Run 1, selected gate families:
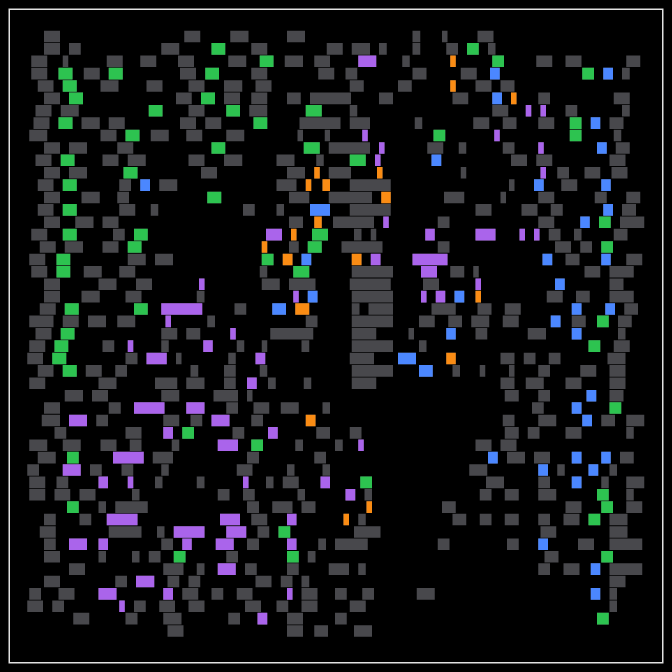
Run 1, routing congestion map:
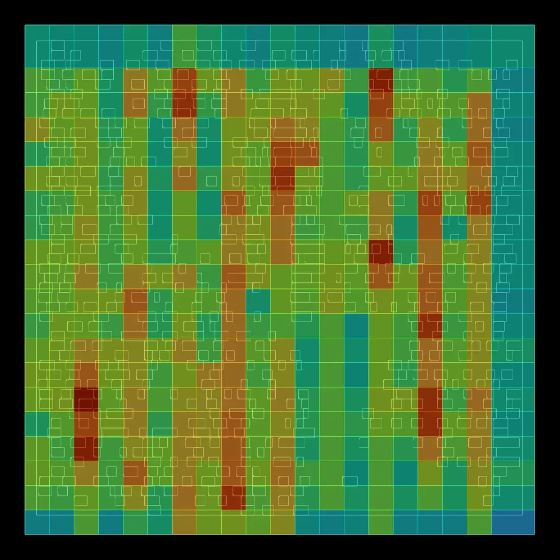
Run 1, placed cells, one color a class:
Scale bar: 50 um.
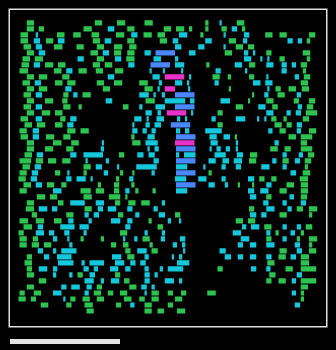
[src/rtl/mem_port_arbiter_pkg.sv]
// Shared constants for the memory port arbiter: access function codes, FSM states
// and the store-lane / alignment helpers used by the arbiter datapath.
package mem_port_arbiter_pkg;

  localparam logic [2:0] MEM_LB  = 3'b000;
  localparam logic [2:0] MEM_LH  = 3'b001;
  localparam logic [2:0] MEM_LW  = 3'b010;
  localparam logic [2:0] MEM_SB  = 3'b011;
  localparam logic [2:0] MEM_LBU = 3'b100;
  localparam logic [2:0] MEM_LHU = 3'b101;
  localparam logic [2:0] MEM_SH  = 3'b110;
  localparam logic [2:0] MEM_SW  = 3'b111;

  localparam int unsigned STARVE_LIMIT_DEF = 4;
  localparam logic [31:0] NOP_INSN         = 32'h0000_0013;

  typedef enum logic [1:0] {
    IDLE   = 2'd0,
    I_WAIT = 2'd1,
    D_WAIT = 2'd2
  } arb_state_e;

  function automatic logic is_store(input logic [2:0] fn);
    is_store = (fn == MEM_SB) || (fn == MEM_SH) || (fn == MEM_SW);
  endfunction

  function automatic logic misaligned(input logic [2:0] fn, input logic [1:0] off);
    case (fn)
      MEM_LW, MEM_SW:          misaligned = (off != 2'b00);
      MEM_LH, MEM_LHU, MEM_SH: misaligned = off[0];
      default:                 misaligned = 1'b0;
    endcase
  endfunction

  function automatic logic [3:0] store_we(input logic [2:0] fn, input logic [1:0] off);
    case (fn)
      MEM_SW:  store_we = 4'b1111;
      MEM_SH:  store_we = off[1] ? 4'b1100 : 4'b0011;
      MEM_SB:  store_we = 4'b0001 << off;
      default: store_we = 4'b0000;
    endcase
  endfunction

  function automatic logic [31:0] store_lanes(input logic [2:0] fn, input logic [31:0] wdata);
    case (fn)
      MEM_SB:  store_lanes = {4{wdata[7:0]}};
      MEM_SH:  store_lanes = {2{wdata[15:0]}};
      default: store_lanes = wdata;
    endcase
  endfunction

endpackage

[src/rtl/mem_port_arbiter_if.sv]
// Bundle of fetch, data and memory-side signals shared by the arbiter and its
// requesters; the slave view is the arbiter's, the master view the environment's.
interface mem_port_arbiter_if #(parameter int DATA_LEN = 32);

  logic                if_req;
  logic [DATA_LEN-1:0] if_addr;
  logic                if_ready;
  logic [DATA_LEN-1:0] if_rdata;

  logic                dm_req;
  logic [2:0]          dm_fn;
  logic [DATA_LEN-1:0] dm_addr;
  logic [DATA_LEN-1:0] dm_wdata;
  logic                dm_ready;
  logic [DATA_LEN-1:0] dm_rdata;
  logic                dm_misalign;

  logic                mem_en;
  logic [3:0]          mem_we;
  logic [DATA_LEN-1:0] mem_addr;
  logic [DATA_LEN-1:0] mem_wdata;
  logic [DATA_LEN-1:0] mem_rdata;

  modport slave (
    input  if_req, if_addr, dm_req, dm_fn, dm_addr, dm_wdata, mem_rdata,
    output if_ready, if_rdata, dm_ready, dm_rdata, dm_misalign,
           mem_en, mem_we, mem_addr, mem_wdata
  );

  modport master (
    output if_req, if_addr, dm_req, dm_fn, dm_addr, dm_wdata, mem_rdata,
    input  if_ready, if_rdata, dm_ready, dm_rdata, dm_misalign,
           mem_en, mem_we, mem_addr, mem_wdata
  );

endinterface

[src/rtl/mem_port_arbiter_load_align.sv]
// Extracts and sign/zero-extends the addressed byte or halfword of a read word;
// store codes yield zero so the data response for a store reads back as 0.
module mem_load_align
  import mem_port_arbiter_pkg::*;
(
  input  logic [2:0]  i_fn,
  input  logic [1:0]  i_off,
  input  logic [31:0] i_word,
  output logic [31:0] o_data
);

  logic [7:0]  w_byte;
  logic [15:0] w_half;

  always_comb begin
    w_byte = i_word[{i_off, 3'b000} +: 8];
    w_half = i_off[1] ? i_word[31:16] : i_word[15:0];
    o_data = '0;
    case (i_fn)
      MEM_LW:  o_data = i_word;
      MEM_LH:  o_data = {{16{w_half[15]}}, w_half};
      MEM_LHU: o_data = {16'h0000, w_half};
      MEM_LB:  o_data = {{24{w_byte[7]}}, w_byte};
      MEM_LBU: o_data = {24'h000000, w_byte};
      default: o_data = '0;
    endcase
  end

endmodule

[src/rtl/mem_port_arbiter.sv]
// Single-port memory arbiter between instruction fetch and data access, data-first
// with a starvation guard; one transaction in flight, completion the following cycle.
module mem_port_arbiter
  import mem_port_arbiter_pkg::*;
#(
  parameter int DATA_LEN     = 32,
  parameter int STARVE_LIMIT = STARVE_LIMIT_DEF
) (
  input  logic              clk,
  input  logic              reset_n,
  mem_port_arbiter_if.slave bus
);

  localparam int unsigned SW = $clog2(STARVE_LIMIT + 1);
  localparam logic [SW-1:0] LIM = SW'(STARVE_LIMIT);

  arb_state_e    r_state;
  arb_state_e    w_next;
  logic [SW-1:0] r_starve;
  logic [2:0]    r_fn;
  logic [1:0]    r_off;

  logic          w_if_mis;
  logic          w_dm_mis;
  logic          w_i_elig;
  logic          w_d_elig;
  logic          w_i_win;
  logic          w_d_win;
  logic [31:0]   w_load;

  mem_load_align u_align (
    .i_fn   (r_fn),
    .i_off  (r_off),
    .i_word (bus.mem_rdata),
    .o_data (w_load)
  );

  // A misaligned request answers in the cycle it is taken, so it must wait while
  // the same port is already receiving its response this cycle.
  always_comb begin
    w_if_mis = (bus.if_addr[1:0] != 2'b00);
    w_dm_mis = misaligned(bus.dm_fn, bus.dm_addr[1:0]);
    w_i_elig = bus.if_req & ~(w_if_mis & (r_state == I_WAIT));
    w_d_elig = bus.dm_req & ~(w_dm_mis & (r_state == D_WAIT));
    w_i_win  = reset_n & w_i_elig & (~w_d_elig | (r_starve == LIM));
    w_d_win  = reset_n & w_d_elig & ~w_i_win;
  end

  always_comb begin
    w_next          = IDLE;
    bus.mem_en      = 1'b0;
    bus.mem_we      = 4'b0000;
    bus.mem_addr    = '0;
    bus.mem_wdata   = '0;
    bus.if_ready    = 1'b0;
    bus.if_rdata    = '0;
    bus.dm_ready    = 1'b0;
    bus.dm_rdata    = '0;
    bus.dm_misalign = 1'b0;

    case (r_state)
      I_WAIT: begin
        bus.if_ready = 1'b1;
        bus.if_rdata = bus.mem_rdata;
      end
      D_WAIT: begin
        bus.dm_ready = 1'b1;
        bus.dm_rdata = w_load;
      end
      default: ;
    endcase

    if (w_i_win) begin
      if (w_if_mis) begin
        bus.if_ready = 1'b1;
        bus.if_rdata = NOP_INSN;
      end else begin
        bus.mem_en   = 1'b1;
        bus.mem_addr = {bus.if_addr[DATA_LEN-1:2], 2'b00};
        w_next       = I_WAIT;
      end
    end

    if (w_d_win) begin
      if (w_dm_mis) begin
        bus.dm_ready    = 1'b1;
        bus.dm_misalign = 1'b1;
        bus.dm_rdata    = '0;
      end else begin
        bus.mem_en   = 1'b1;
        bus.mem_addr = {bus.dm_addr[DATA_LEN-1:2], 2'b00};
        if (is_store(bus.dm_fn)) begin
          bus.mem_we    = store_we(bus.dm_fn, bus.dm_addr[1:0]);
          bus.mem_wdata = store_lanes(bus.dm_fn, bus.dm_wdata);
        end
        w_next = D_WAIT;
      end
    end
  end

  always_ff @(posedge clk or negedge reset_n) begin
    if (!reset_n) begin
      r_state  <= IDLE;
      r_starve <= '0;
      r_fn     <= '0;
      r_off    <= '0;
    end else begin
      r_state <= w_next;
      if (!bus.if_req || w_i_win) begin
        r_starve <= '0;
      end else if (r_starve != LIM) begin
        r_starve <= r_starve + SW'(1);
      end
      if (w_d_win && !w_dm_mis) begin
        r_fn  <= bus.dm_fn;
        r_off <= bus.dm_addr[1:0];
      end
    end
  end

endmodule

[src/flat_wrapper.sv]
// flat-port wrapper written by rule: the top's interface ports become plain ports
module mem_port_arbiter_flat import mem_port_arbiter_pkg::*;
#(
  parameter int DATA_LEN     = 32,
  parameter int STARVE_LIMIT = STARVE_LIMIT_DEF
)
  (clk, reset_n, bus_if_req, bus_if_addr, bus_dm_req, bus_dm_fn, bus_dm_addr, bus_dm_wdata, bus_mem_rdata, bus_if_ready, bus_if_rdata, bus_dm_ready, bus_dm_rdata, bus_dm_misalign, bus_mem_en, bus_mem_we, bus_mem_addr, bus_mem_wdata);
  mem_port_arbiter_if #(.DATA_LEN(DATA_LEN)) bus_i ();
  input  logic clk;
  input  logic reset_n;
  input wire logic [$bits(bus_i.if_req)-1:0] bus_if_req;
  input wire logic [$bits(bus_i.if_addr)-1:0] bus_if_addr;
  input wire logic [$bits(bus_i.dm_req)-1:0] bus_dm_req;
  input wire logic [$bits(bus_i.dm_fn)-1:0] bus_dm_fn;
  input wire logic [$bits(bus_i.dm_addr)-1:0] bus_dm_addr;
  input wire logic [$bits(bus_i.dm_wdata)-1:0] bus_dm_wdata;
  input wire logic [$bits(bus_i.mem_rdata)-1:0] bus_mem_rdata;
  output wire logic [$bits(bus_i.if_ready)-1:0] bus_if_ready;
  output wire logic [$bits(bus_i.if_rdata)-1:0] bus_if_rdata;
  output wire logic [$bits(bus_i.dm_ready)-1:0] bus_dm_ready;
  output wire logic [$bits(bus_i.dm_rdata)-1:0] bus_dm_rdata;
  output wire logic [$bits(bus_i.dm_misalign)-1:0] bus_dm_misalign;
  output wire logic [$bits(bus_i.mem_en)-1:0] bus_mem_en;
  output wire logic [$bits(bus_i.mem_we)-1:0] bus_mem_we;
  output wire logic [$bits(bus_i.mem_addr)-1:0] bus_mem_addr;
  output wire logic [$bits(bus_i.mem_wdata)-1:0] bus_mem_wdata;
  assign bus_i.if_req = bus_if_req;
  assign bus_i.if_addr = bus_if_addr;
  assign bus_i.dm_req = bus_dm_req;
  assign bus_i.dm_fn = bus_dm_fn;
  assign bus_i.dm_addr = bus_dm_addr;
  assign bus_i.dm_wdata = bus_dm_wdata;
  assign bus_i.mem_rdata = bus_mem_rdata;
  assign bus_if_ready = bus_i.if_ready;
  assign bus_if_rdata = bus_i.if_rdata;
  assign bus_dm_ready = bus_i.dm_ready;
  assign bus_dm_rdata = bus_i.dm_rdata;
  assign bus_dm_misalign = bus_i.dm_misalign;
  assign bus_mem_en = bus_i.mem_en;
  assign bus_mem_we = bus_i.mem_we;
  assign bus_mem_addr = bus_i.mem_addr;
  assign bus_mem_wdata = bus_i.mem_wdata;
  mem_port_arbiter #(.DATA_LEN(DATA_LEN), .STARVE_LIMIT(STARVE_LIMIT)) u_core (.clk(clk), .reset_n(reset_n), .bus(bus_i));
endmodule
[config.mk]
export PLATFORM = sky130hd
export DESIGN_NAME = mem_port_arbiter_flat
export DESIGN_NICKNAME = d
export VERILOG_FILES = /design/src/rtl/mem_port_arbiter_pkg.sv /design/src/rtl/mem_port_arbiter_if.sv /design/src/rtl/mem_port_arbiter_load_align.sv /design/src/rtl/mem_port_arbiter.sv /design/src/flat_wrapper.sv
export SDC_FILE = /design/constraint.sdc
export NUM_CORES = 1
export LEC_CHECK = 0
export ABC_CLOCK_PERIOD_IN_PS = 3220
export CAP_MARGIN = 10
export CELL_PAD_IN_SITES_DETAIL_PLACEMENT = 2
export CELL_PAD_IN_SITES_GLOBAL_PLACEMENT = 2
export CORE_MARGIN = 3
export CORE_UTILIZATION = 13
export CTS_CLUSTER_DIAMETER = 200
export CTS_CLUSTER_SIZE = 24
export DETAILED_ROUTE_END_ITERATION = 12
export GPL_TIMING_DRIVEN = 0
export PLACE_DENSITY_LB_ADDON = 0.1
export SYNTH_ARGS = -nofsm -noshare
export SYNTH_HDL_FRONTEND = slang
export SYNTH_SLANG_ARGS = --single-unit
[constraint.sdc]
create_clock -name clk -period 3.22 [get_ports clk]
set_input_delay 0.644 -clock clk [delete_from_list [all_inputs] [get_ports clk]]
set_output_delay 0.644 -clock clk [all_outputs]
set_load 0.1 [all_outputs]
==> results.py, run 1 <==
# Physical implementation metrics
metrics = {
    "synthesis": {
        "syn_avg_cell_area_um2": 7.15,
        "ys.warnings.count": 0,
        "ys_ff": 10,
        "ys_cells": 342,
        "synth.distinct_cells": 49,
        "synth-edff-count": 0,
        "ys.flop_type": "dfrtp_1",
        "yosysChipArea_um2": 2450,
        "synthTopCellsByArea": "a22o_1 (11%), dfrtp_1 (10%), and2_1 (7.9%)",
        "synth_cells": 342,
        "synth_top_area_share": 0.107,
        "synthesis.area_um2": 2450,
        "synth_seq_share": 0.102,
        "async_flop_share": 1.00,
        "synth_area_leader_cell": "a22o_1",
    },
    "global_route": {
        "overflow": 0,
        "globalRouteTotalUtil": 0.156,
        "grt_start_max_net_pins": 15,
        "antenna_found_initial": 0,
        "grt_pass1_wl_um": 25400,
        "grt_pass1_vias": 4413,
    },
    "power": {
        "leakage_nw": 2.62,
        "ir_drop_uv": 119,
        "p_per_area_nw_per_um2": 275,
    },
    "critical_path": {
        "critPathRequiredTime_ns": 2.58,
        "worstSetupPathType": "primary input to primary output",
        "rr_endpoint": "u_core.r_off[0]",
        "startpoint_type": "primary input",
        "worst-r2r-cell-count": 5,
        "rrSetupSlack_ns": 1.46,
        "critPathCaptureType": "primary output",
        "worstPathMaxFanout": 10,
        "r2r_start": "u_core.r_state[1]",
    },
    "clock_tree": {
        "clockRootBuffer": "clkbuf_16",
        "numCtsBuffers": 3,
        "clk_latency_ns": 0.24,
        "cts.path.max_buffers": 2,
        "cts_hold_buf": 0,
        "cts_tree": "done",
        "cts-htree-levels": 1,
        "clkTransAtPathRegs_ns": 0.04,
    },
    "timing": {
        "fmax_mhz": 319,
        "slew_headroom": 0.340,
        "min_period_ns": 3.14,
        "worst_pin_slew_ns": 0.986,
        "finalCritPeriodShare": 0.975,
        "clock_skew_ns": 0.00236,
        "rsz0062_at_grt": "yes",
        "setup_tns_ns": 0,
        "holdWs_ns": 0.296,
        "hold_violations": 0,
        "finalMaxSlewViolations": 0,
        "setup_viol": 0,
    },
    "die": {
        "die_w_um": 143,
        "initCoreUtil": 0.134,
        "die_h_um": 143,
        "io_pins": 271,
    },
    "routing": {
        "avgRoutedWirePerCell_um": 20.3,
        "drt_first_pass_iters": 5,
        "vias": 3901,
        "ant_nets": 0,
        "via_per_inst": 4.61,
        "drcViolationCount": 0,
        "drt_wl_total_um": 17200,
    },
    "place": {
        "place_hpwl_um": 14500,
        "io_buffers": 266,
        "place_area_um2": 5690,
        "gp_congestion": 0.777,
        "numPlacedInstances": 839,
    },
    "job": {
        "max_cap_viol_count": 0,
    },
    "min_path": {
        "hold_path.class": "primary input to async pin",
    },
    "status": {
        "status": "finished clean",
    },
    "cells_and_area": {
        "areaGrowthSynthToFinish_pct": 137,
        "fin_util": 0.319,
        "drive_above_1_share": 0.357,
        "num-nets-final": 755,
    },
}
Notes on 'selected gate families' above:
[nand cells] orange | cells: 19 | most used: nand2_1
[and/or cells] blue | cells: 38 | most used: and2_1
[non-inverting ao/oa cells] green | cells: 61 | most used: a22o_1 | where: spread over the die
[nor cells] purple | cells: 63 | most used: nor2_1
final cell count without fillers: 847
most frequent logic cell in the layout: clkdlybuf4s50_1
Comb area share: 0.410

Notes on 'routing congestion map' above:
global routing's busiest layer: met2
global routing met1 resource utilization: 0.179

Notes on 'placed cells, one color a class' above:
[sequential cells] blue | cells: 10 | share of their area: 4.5%
[remaining buffers and delay cells] green | cells: 304 | share of their area: 50%
[combinational and other logic] cyan | cells: 299 | share of their area: 43%
[clock drivers and dummy loads] magenta | cells: 4 | share of their area: 1.6%
fraction of area in registers: 0.0431
row cnt: 49
design area: 5800 um2

==> run 1: stage by stage <==
stage / setup slack [ns] / power (W)
after CTS: 0.00266 / 0.00157
after floorplan: -0.667 / 0.000920
after global routing: -0.0293 / 0.00168
after detailed placement: -1.59 / 0.00133
after global placement: -1.60 / 0.00131
final: 0.0818 / 0.00160
==> run 1: area by class of cell <==
cell class              instances  area, um2
plain buffers                  33        208
multi-input cells             294       2380
fillers                      2070      12400
well taps                     229        287
diodes                          1       2.50
inverters                       5       18.8
repair buffers                271       2570
flip-flops and latches         10        250
clock buffers                   4       88.8
==> run 1: worst max-delay path, stage by stage <==
cell             delay (ns)
clkdlybuf4s50_1        0.53
nor2_4                 0.07
o2111ai_4              0.26
o2111ai_4              0.23
buf_6                  0.24
nor3b_4                0.19
buf_4                  0.31
==> run 1: flip-flops by register name (all words and copies together), names as in the netlist <==
register,flops
u_core.r_starve,3
u_core.r_off,2
u_core.r_fn,3
u_core.r_state,2
==> run 1: cell families after synthesis <==
kind of cell | after synthesis | synth area share
xor gates and xnor gates | 1 | 0.00358
and+or+nand+nor | 120 | 0.271
adders and majority gates | 2 | 0.0102
AOI/OAI and AO/OA | 153 | 0.456
muxes | 16 | 0.0788
other | 1 | 0.00153
buffers and inverters | 39 | 0.0767
DFF | 10 | 0.102
==> run 1: metal layers <==
layer / wire (um) / track usage
met5: 0 / 0
met4: 336 / 0.0335
met2: 8530 / 0.288
met3: 1650 / 0.0435
met1: 6690 / 0.179
==> run 1: repair_timing <==
item	4_1_cts	5_1_grt
setup endpoints to repair	132	93
gates cloned	0	0
resized	667	93
pin swaps	3	2
setup buffers	4	0
==> run 1: synthesized netlist by cell type (5+ instances only) <==
cell      instances
a22oi_1          24
and2_1           31
nor2_1           36
clkbuf_1         17
nand2_1          11
a21o_1           25
nor3b_1           9
a222oi_1          7
a22o_1           30
dfrtp_1          10
o21ai_0          11
a211oi_1          7
mux2_2           10
nor2b_1          14
buf_2             9
inv_1             5
a21oi_1          31
nand2b_1          6
==> run 1: how the worst max path moves through the flow <==
| stage | from | endpoint | slack (ns) | depth (start not counted) |
|---|---|---|---|---|
| after floorplan | bus_dm_fn[1] | bus_mem_wdata[28] | -0.67 | 6 |
| after global placement | bus_dm_fn[2] | bus_mem_wdata[19] | -1.60 | 7 |
| after detailed placement | bus_dm_fn[2] | bus_mem_wdata[19] | -1.59 | 7 |
| after CTS | bus_if_addr[1] | bus_mem_addr[8] | 0.003 | 7 |
| after global routing | u_core.r_fn[0] | bus_dm_rdata[7] | -0.03 | 6 |
| final | bus_if_addr[1] | bus_mem_wdata[6] | 0.08 | 7 |
==> run 1: power by group <==
group | internal, W | total [W] | switching, W
clock network | 0.000187 | 0.000243 | 0.0000564
registers | 0.000143 | 0.000175 | 0.0000325
logic | 0.000413 | 0.00118 | 0.000764
Run 1, clock distribution:
Scale bar: 50 um.
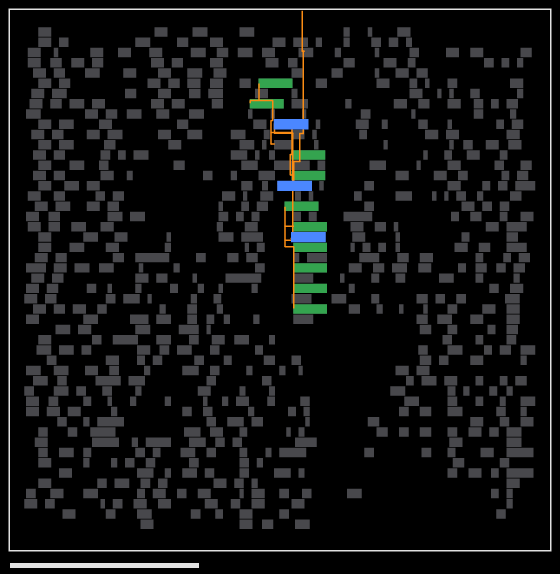

==> run 2, diff against run 1 <==
ABC_CLOCK_PERIOD_IN_PS = 3100   (was 3220)
CORE_UTILIZATION = 12   (was 13)
clock period = 3.1 ns   (was 3.22 ns; I/O delays follow)
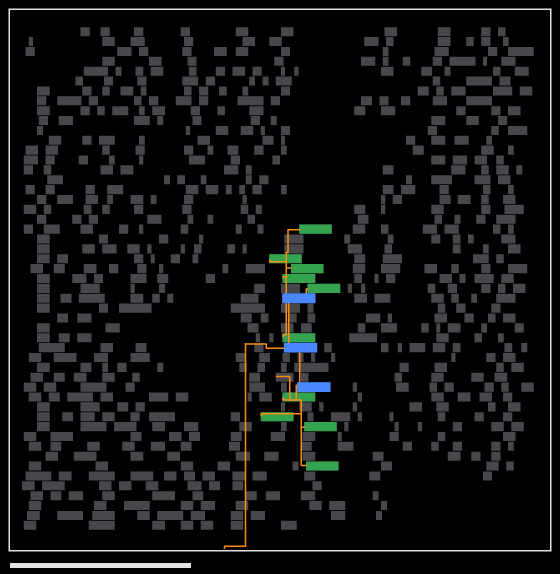
Run 2: clock distribution
Scale bar: 50 um.
[clock drivers] blue | count: 3
[flip-flops] green | count: 10
[clock wires] orange | length: 219 um
routed clock nets: 4
flops lie: middle
Clk power: 0.000257 W
worst-skew pair later-pin latency: 0.24 ns
skew final: 0.00297 ns
clock network power share: 0.151

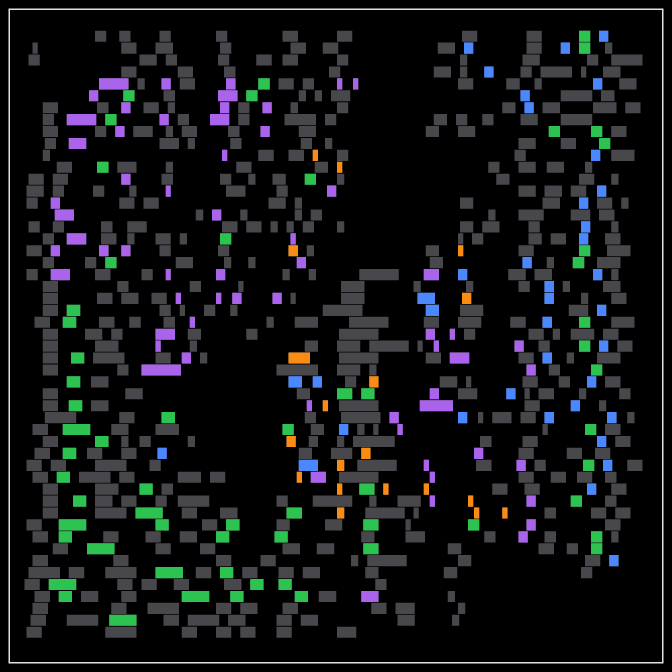
Run 2: selected gate families
[and/or cells] blue | cells: 38 | most used: and2_1
[nor cells] purple | cells: 63
[non-inverting ao/oa cells] green | cells: 61 | most used: a21o_1 | where: spread over the die
[nand cells] orange | cells: 19 | most used: nand2_1
final cell count without fillers: 882
Comb area share: 0.397

==> run 2 against run 1 <==
Combinational power up 7%. Clock skew up 0.00061 ns. Sequential cell count unchanged. Cell area up 4.2%. Synthesized cell count unchanged. Wire length up 2.6%. Cell count up 4.1%. Non-clock buffer count unchanged. Worst setup slack worse by 0.024 ns. Clock-buffer cell count unchanged. Utilization down 1.2 points. Global-route usage down 0.73 points. Critical endpoint is now bus_mem_addr[13]. Largest power group unchanged.
==> results.py, run 2 <==
# Physical implementation metrics
metrics = {
    "clock_tree": {
        "cts_tree": "done",
        "cts-htree-levels": 1,
        "clkTransAtPathRegs_ns": 0.04,
    },
    "synthesis": {
        "ys.flop_type": "dfrtp_1",
        "synthTopCellsByArea": "a22o_1 (11%), dfrtp_1 (10%), and2_1 (7.9%)",
        "ys_ff": 10,
        "syn_avg_cell_area_um2": 7.15,
        "synth_area_leader_cell": "a22o_1",
        "synth-edff-count": 0,
        "synth_seq_share": 0.102,
        "top_cell": "nor2_1",
        "ys_cells": 342,
        "synth.distinct_cells": 49,
        "ys.warnings.count": 0,
        "synth_top_area_share": 0.107,
        "yosysChipArea_um2": 2450,
        "async_flop_share": 1.00,
        "synth_cells": 342,
        "synthesis.area_um2": 2450,
    },
    "status": {
        "status": "finished clean",
    },
    "job": {
        "max_cap_viol_count": 0,
    },
    "die": {
        "die_h_um": 149,
        "initCoreUtil": 0.124,
        "io_pins": 271,
        "rows": 51,
        "die_w_um": 149,
    },
    "timing": {
        "worst_pin_slew_ns": 1.00,
        "setup_viol": 0,
        "slew_headroom": 0.331,
        "hold_violations": 0,
        "fmax_mhz": 329,
        "rsz0062_at_grt": "yes",
        "worst_slack_ns": 0.0580,
        "finalCritPeriodShare": 0.981,
        "min_period_ns": 3.04,
        "holdWs_ns": 0.368,
        "finalMaxSlewViolations": 0,
    },
    "power": {
        "p_per_area_nw_per_um2": 282,
        "leakage_nw": 2.68,
        "p_total_w": 0.00170,
    },
    "place": {
        "gp_congestion": 0.747,
        "place_hpwl_um": 14900,
        "numPlacedInstances": 875,
        "pre_cts_ws_ns": -1.48,
    },
    "routing": {
        "drt_wl_total_um": 17700,
        "ant_nets": 0,
        "drt_first_pass_iters": 6,
        "vias": 3945,
        "drcViolationCount": 0,
        "via_per_inst": 4.47,
        "avgRoutedWirePerCell_um": 20.0,
    },
    "critical_path": {
        "startpoint_type": "primary input",
        "worstPathMaxFanout": 10,
        "critPathRequiredTime_ns": 2.48,
    },
    "cells_and_area": {
        "drive_above_1_share": 0.404,
        "fin_util": 0.307,
        "layout_top_cell": "clkdlybuf4s50_1",
        "fill_cells": 2204,
        "logic_area_um2": 2400,
        "num-nets-final": 755,
        "reg_top3": "u_core.r_fn x3, u_core.r_starve x3",
    },
    "global_route": {
        "grt_start_max_net_pins": 15,
        "grt_pass1_wl_um": 26400,
        "globalRouteTotalUtil": 0.149,
        "grt_pass1_vias": 4452,
        "antenna_found_initial": 1,
        "overflow": 0,
    },
    "min_path": {
        "hold_path.class": "primary input to async pin",
    },
}
## run 2: final cells by class
class	count	area share
buffer	33	0.0346
tap	265	0.0548
inverter	5	0.00310
clock buffer	4	0.0147
timing repair buffer	271	0.454
sequential	10	0.0414
multi-input combinational	294	0.397
## run 2: critical path: stages
cell and delay [ns]:
clkdlybuf4s50_1 0.52, nor2_4 0.06, o2111ai_4 0.24, o211a_1 0.25, buf_8 0.17, buf_8 0.16, a22o_1 0.18, buf_8 0.21
## run 2: final timing paths
check                           depth (start not counted)                 end              start
min in group clk                                        1     u_core.r_off[0]    u_core.r_off[0]
worst max-delay path                                    8    bus_mem_addr[13]     bus_if_addr[0]
worst max register to register                          5      u_core.r_fn[0]  u_core.r_state[1]
worst min register to register                          1     u_core.r_off[0]    u_core.r_off[0]
max in group asynchronous                               1      u_core.r_fn[1]            reset_n
worst min-delay path                                    1  u_core.r_starve[0]            reset_n
## run 2: per-stage QoR
step / TNS (ns) / cell area, um2
5_1_grt: -0.108 / 6050
4_1_cts: 0 / 5750
6_report: 0 / 6050
3_5_place_dp: -130.38 / 5690
3_3_place_gp: -128.80 / 5680
2_1_floorplan: -7.85 / 2690
## run 2: layer usage
| layer | part of all wire | vias up | track usage |
|---|---|---|---|
| li1 | - | 1845 | - |
| met1 | 0.40 | 1893 | 0.171 |
| met2 | 0.50 | 191 | 0.274 |
| met3 | 0.091 | 14 | 0.0450 |
| met4 | 0.014 | 2 | 0.0288 |
| met5 | 0.0011 | - | 0 |
## run 2: kinds of logic (layout without fill, tap and decap cells)
kind of cell / after synthesis / in the layout / synth area share
other: 1 / 2 / 0.00153
XOR/XNOR: 1 / 1 / 0.00358
adder cells (fa/ha/maj): 2 / 2 / 0.0102
AND-OR/OR-AND: 153 / 153 / 0.456
multiplexers: 16 / 16 / 0.0788
buffers and inverters: 39 / 313 / 0.0767
flip-flops: 10 / 10 / 0.102
AND/OR/NAND/NOR: 120 / 120 / 0.271
## run 2: what timing repair did
item / CTS / global route
setup endpoints to repair: 132 / 121
resized: 725 / 127
buffers inserted: 4 / 0
pin swaps: 4 / 4
## run 2: power breakdown
part | switching, W | internal [W] | total, W | leakage [nW]
registers | 0.0000346 | 0.000148 | 0.000183 | 0.127
clock network | 0.0000629 | 0.000194 | 0.000257 | 0.0442
logic | 0.000804 | 0.000460 | 0.00126 | 2.51
total | 0.000902 | 0.000802 | 0.00170 | 2.68
No activity file was given, so power comes from the tool's default toggle rates.
